$ cat src/rtl/program_loader_pkg.sv
// Shared widths and state encoding for the disk-to-instruction-memory program loader.
package program_loader_pkg;

    localparam int unsigned ADDR_W = 12;
    localparam int unsigned DATA_W = 32;

    typedef enum logic [1:0] {
        StIdle,
        StPrime,
        StCopy,
        StDone
    } loader_state_e;

endpackage

$ cat src/rtl/program_loader.sv
// Pipelined block copy from disk memory into instruction memory, one word per clock after priming.
// Optional running XOR of copied words on the checksum port when LOADER_CHECKSUM_EN is defined.
module program_loader #(
    parameter int unsigned ADDR_W = program_loader_pkg::ADDR_W,
    parameter int unsigned DATA_W = program_loader_pkg::DATA_W
) (
    input  logic              clock,
    input  logic              reset,
    input  logic              start,
    input  logic [ADDR_W-1:0] srcBase,
    input  logic [ADDR_W-1:0] dstBase,
    input  logic [ADDR_W-1:0] length,
    output logic [ADDR_W-1:0] diskAddr,
    input  logic [DATA_W-1:0] diskData,
    output logic [DATA_W-1:0] miData,
    output logic [ADDR_W-1:0] miWriteAddr,
    output logic              miWe,
    output logic              busy,
`ifdef LOADER_CHECKSUM_EN
    output logic [DATA_W-1:0] checksum,
`endif
    output logic              done
);
    import program_loader_pkg::*;

    loader_state_e     state;
    logic [ADDR_W-1:0] dst_q;
    logic [ADDR_W-1:0] len_q;
    // One bit wider than the address so length=4095 never overflows.
    logic [ADDR_W:0]   read_cnt;
    logic [ADDR_W:0]   write_cnt;
    logic [ADDR_W:0]   len_ext;

    assign len_ext = {1'b0, len_q};
    assign miData  = diskData;

    always_ff @(posedge clock) begin
        if (reset) begin
            state       <= StIdle;
            dst_q       <= '0;
            len_q       <= '0;
            read_cnt    <= '0;
            write_cnt   <= '0;
            diskAddr    <= '0;
            miWriteAddr <= '0;
            miWe        <= 1'b0;
            busy        <= 1'b0;
            done        <= 1'b0;
        end else begin
            unique case (state)
                StIdle: begin
                    done <= 1'b0;
                    if (start) begin
                        dst_q     <= dstBase;
                        len_q     <= length;
                        read_cnt  <= '0;
                        write_cnt <= '0;
                        busy      <= 1'b1;
                        if (length == '0) begin
                            state <= StDone;
                            done  <= 1'b1;
                        end else begin
                            state    <= StPrime;
                            diskAddr <= srcBase;
                        end
                    end
                end
                StPrime: begin
                    diskAddr    <= diskAddr + ADDR_W'(1);
                    read_cnt    <= (ADDR_W + 1)'(1);
                    miWe        <= 1'b1;
                    miWriteAddr <= dst_q;
                    state       <= StCopy;
                end
                StCopy: begin
                    miWriteAddr <= miWriteAddr + ADDR_W'(1);
                    write_cnt   <= write_cnt + (ADDR_W + 1)'(1);
                    // Reads run one word ahead of writes; stop issuing once all are requested.
                    if (read_cnt < len_ext) begin
                        diskAddr <= diskAddr + ADDR_W'(1);
                        read_cnt <= read_cnt + (ADDR_W + 1)'(1);
                    end
                    if (write_cnt == len_ext - (ADDR_W + 1)'(1)) begin
                        miWe  <= 1'b0;
                        done  <= 1'b1;
                        state <= StDone;
                    end
                end
                StDone: begin
                    done  <= 1'b0;
                    busy  <= 1'b0;
                    state <= StIdle;
                end
                default: state <= StIdle;
            endcase
        end
    end

`ifdef LOADER_CHECKSUM_EN
    always_ff @(posedge clock) begin
        if (reset) begin
            checksum <= '0;
        end else if (state == StIdle && start) begin
            checksum <= '0;
        end else if (miWe) begin
            checksum <= checksum ^ miData;
        end
    end
`endif

endmodule

$ cat config.mk
export PLATFORM = sky130hd
export DESIGN_NAME = program_loader
export DESIGN_NICKNAME = d
export VERILOG_FILES = /design/src/rtl/program_loader_pkg.sv /design/src/rtl/program_loader.sv
export SDC_FILE = /design/constraint.sdc
export NUM_CORES = 1
export LEC_CHECK = 0
export CAP_MARGIN = 20
export CORE_UTILIZATION = 49
export CTS_CLUSTER_DIAMETER = 200
export DETAILED_ROUTE_END_ITERATION = 6
export GPL_ROUTABILITY_DRIVEN = 0
export PLACE_DENSITY = 0.81
export SETUP_SLACK_MARGIN = 0.02
export SLEW_MARGIN = 20
export SYNTH_ARGS = -nofsm -noshare
export SYNTH_HDL_FRONTEND = slang
export SYNTH_SLANG_ARGS = --single-unit
$ cat constraint.sdc
create_clock -name clock -period 3.8 [get_ports clock]
set_input_delay 0.76 -clock clock [delete_from_list [all_inputs] [get_ports clock]]
set_output_delay 0.76 -clock clock [all_outputs]
set_load 0.02 [all_outputs]
==> out/qor.yml <==
status:
  status: "completed"
worst_hold_path:
  hold_end: "dst_q[0]$_SDFFE_PP0P_"
  hold_path.startpoint: "dst_q[0]$_SDFFE_PP0P_"
  min_delay_path_depth: 2
synthesis:
  synth-xor-area-share_pct: 4.00
  mux_share_pct: 2.70
  synth_flop_count: 79
  yosys_warnings: 0
  ys_top_cells_by_count: "nand2_1, dfxtp_1, a21oi_1, nor2_1, nand3_1"
  top_area_share_pct: 32.9
  edf_count: 0
  synthCells: 626
  syn_area_um2: 4810
  syn_nets: 719
  avgSynthCellArea_um2: 7.69
  aoi_share_pct: 19.8
clocking:
  cts_resized: 0
  cts_tree: "done"
  cts_sinks: 79
  root_buffer: "clkbuf_8"
  cts_hold_buf: 0
  cts_buffers: 9
  postCtsSetupBuffers: 0
setup_path:
  crit_required_ns: 4.07
  critPathKind: "reg2reg"
  endpoint: "done$_SDFFE_PP0P_"
  start_kind: "register"
  cp-end-kind: "register"
  regToRegSetupSlack_ns: 0.72
  ff2ff_path_depth: 9
power_and_ir_drop:
  clkPwrFrac_pct: 20.7
  ir_drop_v: 0.000391
  power_density_nw_per_um2: 683
  powerClk_mw: 0.783
  swShare_pct: 43.3
  finalPower_mw: 3.78
sta:
  period_used_pct: 81.0
  clock_skew_ns: 0.00665
  finalCriticalPeriod_ns: 3.08
  max_freq_mhz: 325
  rsz0062_at_grt: "false"
  drv_slew: 0
floorplanning:
  fp_util_pct: 51.3
  core.rowCount: 35
  die_w_um: 101
  chip_area_um2: 10200
  ios: 130
layout:
  lay_top_count: "nand2_1"
  postLayoutCellArea_um2: 5540
  mostFrequentLayoutCells: "nand2_1, dfxtp_1, clkdlybuf4s50_1"
  area_delta_synth_final_pct: 15.2
  drive_gt1_share_pct: 5.55
routing:
  wl_met3_um: 787
  top_layer_used: "met4"
  routed-wl-met2_um: 5800
  postRouteAntennaNets: 0
  drt_iter0_markers: 287
  viasPerCell: 5.86
  wl_met1_um: 5210
global_route:
  grt_pass1_vias: 4429
  use_met1_pct: 30.6
  antenna_found_initial: 0
  met2_usage_pct: 42.4
  grt_max_degree: 46
job:
  maxCapViolations: 0
placed_design:
  pre_cts_ws_ns: 0.753
  dp.cells: 762
  dp_hpwl_um: 8690
[critical path, cell delays in order, from the launching register on]
cell and delay, ns:
dfxtp_1 0.37, inv_1 0.09, ha_1 0.27, or4b_1 0.64
nor3_4 0.23, xnor2_1 0.09, or4b_4 0.51, o41ai_4 0.41
a21oi_1 0.13, a211oi_1 0.24
[area by class of cell]
class                   instances  area [um2]
multi-input cells             458        2760
clock buffers                   9         124
flip-flops and latches         79        1580
clock inverters                 7         126
repair buffers                 72         698
inverters                      24        90.1
fillers                       837        3830
well taps                     129         161
[registers in the layout (all words and copies together), names as in the netlist, 2 cells and up]
register,count
dst_q,12
write_cnt,13
miWriteAddr,12
len_q,12
read_cnt,13
state,2
diskAddr,12
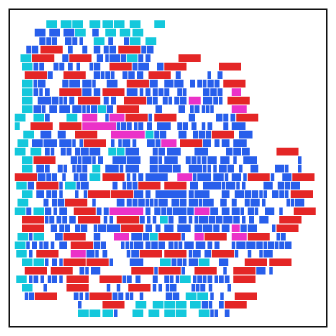
Figure 1: cell classes on the final placement.
cyan -> remaining buffers and delay cells  # cells 72
blue -> combinational and other logic  # cells 482
magenta -> clock drivers and dummy loads  # cells 16
red -> sequential cells  # cells 79

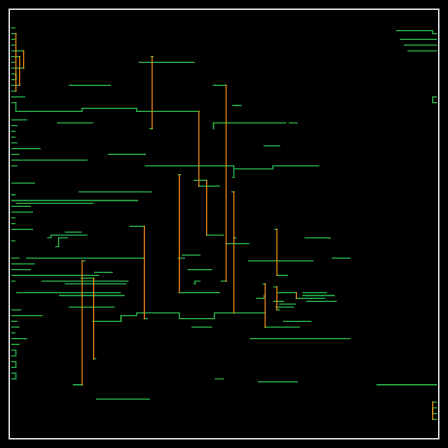
Figure 2: routed metal, one color a layer.
Only two layers are drawn.
green -> metal 3  # wire length 788 um
orange -> metal 4  # wire length 277 um
WL final: 12,100 um
WL per Instance: 15.5 um
vias after detailed routing: 4,562

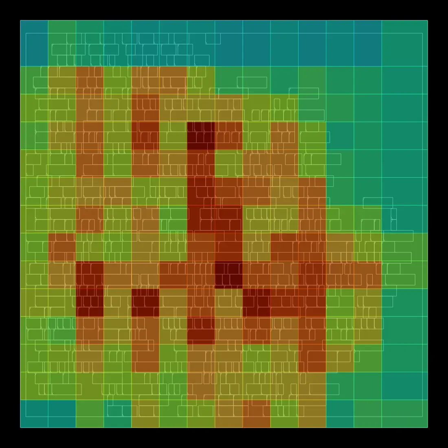
Figure 3: congestion heat map.
met3 Usage GRT: 6.31%
GRT busiest layer: met2
Total GRT Usage: 24.9%

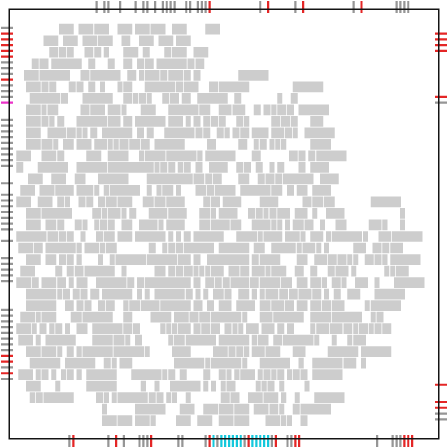
Figure 4: pin placement.
Pins as bars across the die edge, other pins in gray.
magenta -> clock  # pins 1, direction input, edge left
red -> miData  # pins 32, direction output, edge 11 bottom, 9 left, 8 right, 4 top
cyan -> length  # pins 12, direction input, edge bottom

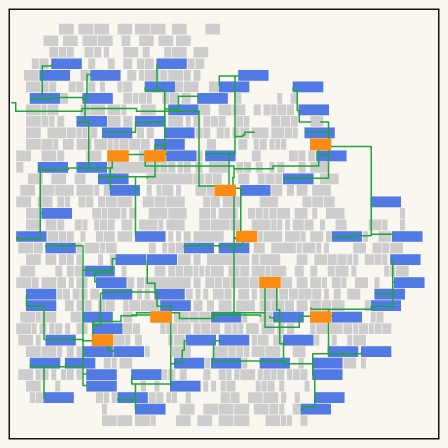
Figure 5: clock distribution.
blue -> flip-flops  # count 79
green -> clock wires  # length 971 um
orange -> clock drivers  # count 9
flops lie = spread over the die

